<file path="config.mk">
export PLATFORM = sky130hd
export DESIGN_NAME = pipe_io_responder_flat
export DESIGN_NICKNAME = d
export VERILOG_FILES = /design/src/rtl/pipe_io_responder_if.sv /design/src/rtl/pipe_io_responder.sv /design/src/flat_wrapper.sv
export SDC_FILE = /design/constraint.sdc
export NUM_CORES = 1
export LEC_CHECK = 0
export CAP_MARGIN = 20
export CORE_UTILIZATION = 38
export CTS_CLUSTER_SIZE = 25
export DETAILED_ROUTE_END_ITERATION = 10
export PLACE_DENSITY = 0.86
export SLEW_MARGIN = 30
export SYNTH_ARGS = -nofsm -noshare
export SYNTH_HDL_FRONTEND = slang
export SYNTH_SLANG_ARGS = --single-unit
</file>
<file path="constraint.sdc">
create_clock -name clock -period 2.1 [get_ports clock]
set_clock_uncertainty 0.1 [all_clocks]
set_input_delay 0.21 -clock clock [delete_from_list [all_inputs] [get_ports clock]]
set_output_delay 0.21 -clock clock [all_outputs]
set_load 0.01 [all_outputs]
</file>
<file path="src/rtl/pipe_io_responder_if.sv">
// Data-bus bundle between the MEM stage (master) and the I/O responder (slave).
// Purely combinational wiring; no latency of its own.
// No stall signal: the slave answers every access in the same cycle.
interface pipe_io_responder_if;
  logic [31:0] addr;
  logic [31:0] wdata;
  logic        we;
  logic        re;
  logic [31:0] rdata;
  logic        hit;

  modport master (output addr, output wdata, output we, output re,
                  input rdata, input hit);
  modport slave  (input addr, input wdata, input we, input re,
                  output rdata, output hit);
endinterface

</file>
<file path="src/rtl/pipe_io_responder.sv">
// Memory-mapped I/O responder: debounced switch inputs, change flags, output port register.
// Reads are combinational from registered state; writes land on the next rising edge.
// Never stalls; accesses may arrive every cycle. Optional irq/mask logic: define PIPE_IO_IRQ_EN.
module pipe_io_responder #(
  parameter int unsigned DEBOUNCE_CYCLES = 16,
  parameter logic [31:0] IN1_ADDR  = 32'h0000_0080,
  parameter logic [31:0] IN2_ADDR  = 32'h0000_0084,
  parameter logic [31:0] STAT_ADDR = 32'h0000_0088,
  parameter logic [31:0] OUT_ADDR  = 32'h0000_00C0
) (
  input  logic                 clock,
  input  logic                 resetn,
  pipe_io_responder_if.slave   bus,
  input  logic [3:0]           input_port1,
  input  logic [3:0]           input_port2,
  output logic [4:0]           output_port,
  output logic                 irq
);

  localparam int CW = $clog2(DEBOUNCE_CYCLES) + 1;
  localparam logic [CW-1:0] CNT_LAST = CW'(DEBOUNCE_CYCLES - 1);

  // Index 0 is port 1, index 1 is port 2.
  logic [1:0][3:0]    meta_q, meta_d;
  logic [1:0][3:0]    sync_q, sync_d;
  logic [1:0][3:0]    stable_q, stable_d;
  logic [1:0][CW-1:0] cnt_q, cnt_d;
  logic [1:0]         chg_q, chg_d;
  logic [1:0]         chg_set;
  logic [4:0]         out_q, out_d;
  logic [1:0][3:0]    raw;

  logic sel_in1, sel_in2, sel_stat, sel_out, sel_mask;
  logic [31:0] rdata_c;

  // Only the low bits of write data are ever stored.
  logic unused_wdata;
  assign unused_wdata = ^bus.wdata[31:5];

  assign raw[0] = input_port1;
  assign raw[1] = input_port2;

  assign sel_in1  = (bus.addr == IN1_ADDR);
  assign sel_in2  = (bus.addr == IN2_ADDR);
  assign sel_stat = (bus.addr == STAT_ADDR);
  assign sel_out  = (bus.addr == OUT_ADDR);

`ifdef PIPE_IO_IRQ_EN
  localparam logic [31:0] MASK_ADDR = STAT_ADDR + 32'd4;
  logic [1:0] mask_q, mask_d;
  logic       irq_q, irq_d;

  assign sel_mask = (bus.addr == MASK_ADDR);

  // Mask register write and registered interrupt from currently pending flags.
  always_comb begin
    mask_d = mask_q;
    if (bus.we && sel_mask) mask_d = bus.wdata[1:0];
    irq_d = |(mask_q & chg_q);
  end

  // Mask and irq state.
  always_ff @(posedge clock or negedge resetn) begin
    if (!resetn) begin
      mask_q <= '0;
      irq_q  <= 1'b0;
    end else begin
      mask_q <= mask_d;
      irq_q  <= irq_d;
    end
  end

  assign irq = irq_q;
`else
  assign sel_mask = 1'b0;
  assign irq      = 1'b0;
`endif

  // Two-flop synchronizer followed by a per-port saturating debounce counter.
  always_comb begin
    for (int p = 0; p < 2; p++) begin
      meta_d[p]   = raw[p];
      sync_d[p]   = meta_q[p];
      stable_d[p] = stable_q[p];
      cnt_d[p]    = '0;
      chg_set[p]  = 1'b0;
      if (sync_q[p] != stable_q[p]) begin
        if (cnt_q[p] == CNT_LAST) begin
          stable_d[p] = sync_q[p];
          chg_set[p]  = 1'b1;
        end else if (cnt_q[p] < CNT_LAST) begin
          cnt_d[p] = cnt_q[p] + CW'(1);
        end else begin
          cnt_d[p] = cnt_q[p];
        end
      end
    end
  end

  // Change flags clear on a STAT read, but a flag raised on the same edge survives.
  always_comb begin
    chg_d = chg_q;
    if (bus.re && sel_stat) chg_d = 2'b00;
    chg_d = chg_d | chg_set;
  end

  // Output port register write.
  always_comb begin
    out_d = out_q;
    if (bus.we && sel_out) out_d = bus.wdata[4:0];
  end

  // Read mux; zero whenever nothing is selected.
  always_comb begin
    rdata_c = '0;
    if (sel_in1)  rdata_c = {28'b0, stable_q[0]};
    if (sel_in2)  rdata_c = {28'b0, stable_q[1]};
    if (sel_stat) rdata_c = {30'b0, chg_q};
    if (sel_out)  rdata_c = {27'b0, out_q};
`ifdef PIPE_IO_IRQ_EN
    if (sel_mask) rdata_c = {30'b0, mask_q};
`endif
  end

  // Core register state.
  always_ff @(posedge clock or negedge resetn) begin
    if (!resetn) begin
      meta_q   <= '0;
      sync_q   <= '0;
      stable_q <= '0;
      cnt_q    <= '0;
      chg_q    <= '0;
      out_q    <= '0;
    end else begin
      meta_q   <= meta_d;
      sync_q   <= sync_d;
      stable_q <= stable_d;
      cnt_q    <= cnt_d;
      chg_q    <= chg_d;
      out_q    <= out_d;
    end
  end

  assign bus.rdata   = rdata_c;
  assign bus.hit     = sel_in1 | sel_in2 | sel_stat | sel_out | sel_mask;
  assign output_port = out_q;

endmodule

</file>
<file path="src/flat_wrapper.sv">
// flat-port wrapper written by rule: the top's interface ports become plain ports
module pipe_io_responder_flat 
#(
  parameter int unsigned DEBOUNCE_CYCLES = 16,
  parameter logic [31:0] IN1_ADDR  = 32'h0000_0080,
  parameter logic [31:0] IN2_ADDR  = 32'h0000_0084,
  parameter logic [31:0] STAT_ADDR = 32'h0000_0088,
  parameter logic [31:0] OUT_ADDR  = 32'h0000_00C0
)
  (clock, resetn, input_port1, input_port2, output_port, irq, bus_addr, bus_wdata, bus_we, bus_re, bus_rdata, bus_hit);
  pipe_io_responder_if bus_i ();
  input  logic clock;
  input  logic resetn;
  input  logic [3:0] input_port1;
  input  logic [3:0] input_port2;
  output logic [4:0] output_port;
  output logic irq;
  input wire logic [$bits(bus_i.addr)-1:0] bus_addr;
  input wire logic [$bits(bus_i.wdata)-1:0] bus_wdata;
  input wire logic [$bits(bus_i.we)-1:0] bus_we;
  input wire logic [$bits(bus_i.re)-1:0] bus_re;
  output wire logic [$bits(bus_i.rdata)-1:0] bus_rdata;
  output wire logic [$bits(bus_i.hit)-1:0] bus_hit;
  assign bus_i.addr = bus_addr;
  assign bus_i.wdata = bus_wdata;
  assign bus_i.we = bus_we;
  assign bus_i.re = bus_re;
  assign bus_rdata = bus_i.rdata;
  assign bus_hit = bus_i.hit;
  pipe_io_responder #(.DEBOUNCE_CYCLES(DEBOUNCE_CYCLES), .IN1_ADDR(IN1_ADDR), .IN2_ADDR(IN2_ADDR), .STAT_ADDR(STAT_ADDR), .OUT_ADDR(OUT_ADDR)) u_core (.clock(clock), .resetn(resetn), .bus(bus_i), .input_port1(input_port1), .input_port2(input_port2), .output_port(output_port), .irq(irq));
endmodule
</file>
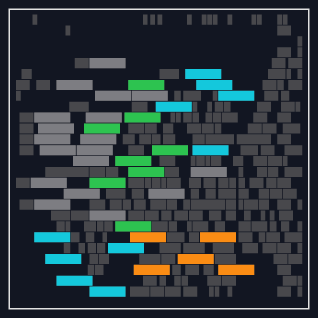
Figure 1: sequential cells coloured by netlist name.
Scale: 4 px per um. Other sequential cells in the stronger grey, the rest of the logic in the fainter grey.
Key: u_core.output_port = orange [placed flops 5]; u_core.cnt_q = cyan [placed flops 10]; u_core.stable_q = green [placed flops 8, where centre]
Another 18 sequential cells are not coloured.

==> results.txt <==
The following summarizes the physical implementation.

Synth
The post-synthesis mux area share is 9.46%. The cell type with the largest total area after synthesis is sky130_fd_sc_hd__dfrtp_1. A synthesized cell averages 11.6 um^2. The most popular library cell in the synthesized design by count is sky130_fd_sc_hd__dfrtp_1. The xor and xnor fraction of the mapped netlist area is 4.39%. After synthesis, the largest family of logic cells by area is simple AND/OR/NAND/NOR gates.

The synthesized cell area is 2000 um^2. For this run, the leading register cell type out of synthesis is sky130_fd_sc_hd__dfrtp_1. The post-synthesis simple-gate area fraction is 16.0%. Summing the sequential cell areas from Yosys gives 51.4% of the chip area.

Setup path
Looking at the reg2reg group, the worst path starts from u_core.stable_q[1]. The launch point of the critical path was reported as bus_addr[14]. Walking the worst path, the cells encountered are clkdlybuf4s50_1 > nor4_2 > nand4_1 > or2_4 > nor3_2 > buf_2. Max fanout on the critical path was recorded as 6. Among all stages on the critical path, the maximum delay recorded is 0.44 ns. The worst reg-to-reg path cell count is 4. The required time of the critical path is 1.79 ns.

Placed design
At the placement stage, the worst setup path has a slack of -0.454 ns. After detailed placement, the total cell area comes to 2640 um^2. Note, the detailed placer reported a final HPWL of 2940 um. The placed cell count is 309. The last weighted congestion value of the routability-driven placer is 0.730.

Floorplan
For reference, the placement row count at floorplan is 26. The area of the die is 5550 um^2. The floorplan report lists the tap cell count as 70.

Power and ir drop
The share of power burned in combinational logic is 27.0%. The maximum resistive drop on vdd is 0.611 mV. The power drawn by the sequential cells is 0.00114 W.

The share of total power consumed by net switching is 29.4%.

Final timing
After routing, the total negative slack on setup checks comes to -0.00979 ns. In the post-route analysis, the smallest setup slack over all paths is -0.00443 ns. The number of endpoints failing setup at the final stage is 3.

Setup repair after global routing could not meet its margin everywhere. The tightest hold margin is 0.250 ns. The post-route clock period utilization is 100%. The transition time at the pin with the least slew margin is 0.678 ns. Across all checked pins, the minimum headroom to the slew limit is 54.4%.

The highest clock rate this design can be run at is 475 MHz. The clock period minus final worst setup slack is 2.10 ns.

Routing
The detail-routed via count per cell is 4.50. The number of detailed-routing iterations run before antenna repair is 4. The total via count in the routed design is 1457.

The post-route met1 wirelength is 1590 um. Per the post-route antenna check, the number of violating nets is 0.

Clock network
The CTS tree is yes. The hold-fix buffer count after cts is 1. The number of post-CTS setup repair buffers is 5. In this run, post-CTS repair resized a total of 28 instances. The maximum buffer depth of the clock tree is 2. The latest clock arrival within the worst-skew pair is 0.30 ns. For reference, the clock transition at the flip-flops on the worst setup and hold paths is 0.07 ns.

Final layout
Cells fill 56.6% of the core in the end. The number of flip-flops in the largest register is 10. The number of buffers outside the clock class in the layout is 78. The clock network takes up 3.62% of total cell area after layout. The leading cell type in the layout, fill and taps excluded is sky130_fd_sc_hd__clkdlybuf4s50_1. Per the layout area report, the register area comes to 1030 um^2. The number of fill cells in the layout is 435. The count of inserted antenna diode cells is 0. The layout has 5 clock buffers. The layout stage reports a final design area of 2870 um^2. Per the cell usage report, the commonest logic cells after layout are sky130_fd_sc_hd__clkdlybuf4s50_1, sky130_fd_sc_hd__dfrtp_1, sky130_fd_sc_hd__conb_1, sky130_fd_sc_hd__buf_4.

The fraction of standard cell area in multi-input logic is 31.4%. The finished layout holds 324 standard cells, fillers aside. The dominant kind of cell by area is registers.

Status
The flow ran to the end, but the final reports show violations. The final reports fail on negative setup slack.

Worst hold path
The destination of the worst hold path is u_core.meta_q[1]. The worst hold path startpoint is input_port1[1]. The count of cells along the worst hold path is 1.

Global routing
The total overflow reported by the global router is 0. The fraction of met1 tracks used by global routing is 16.7%. For met2 alone, demand over resource in global routing was 26.2%. For this run, the total global-route usage over all layers was measured as 15.1%.
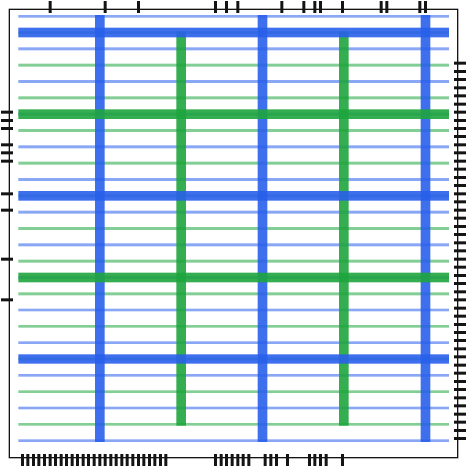
Figure 2: floorplan with the power grid.
Scale: 6 px per um. Pins as bars on the die edge.
Key: VDD = green; VSS = blue
The core has 26 rows. 27 met1 rails follow the rows. 5 straps on met4.

Power and IR drop assume default switching activity.
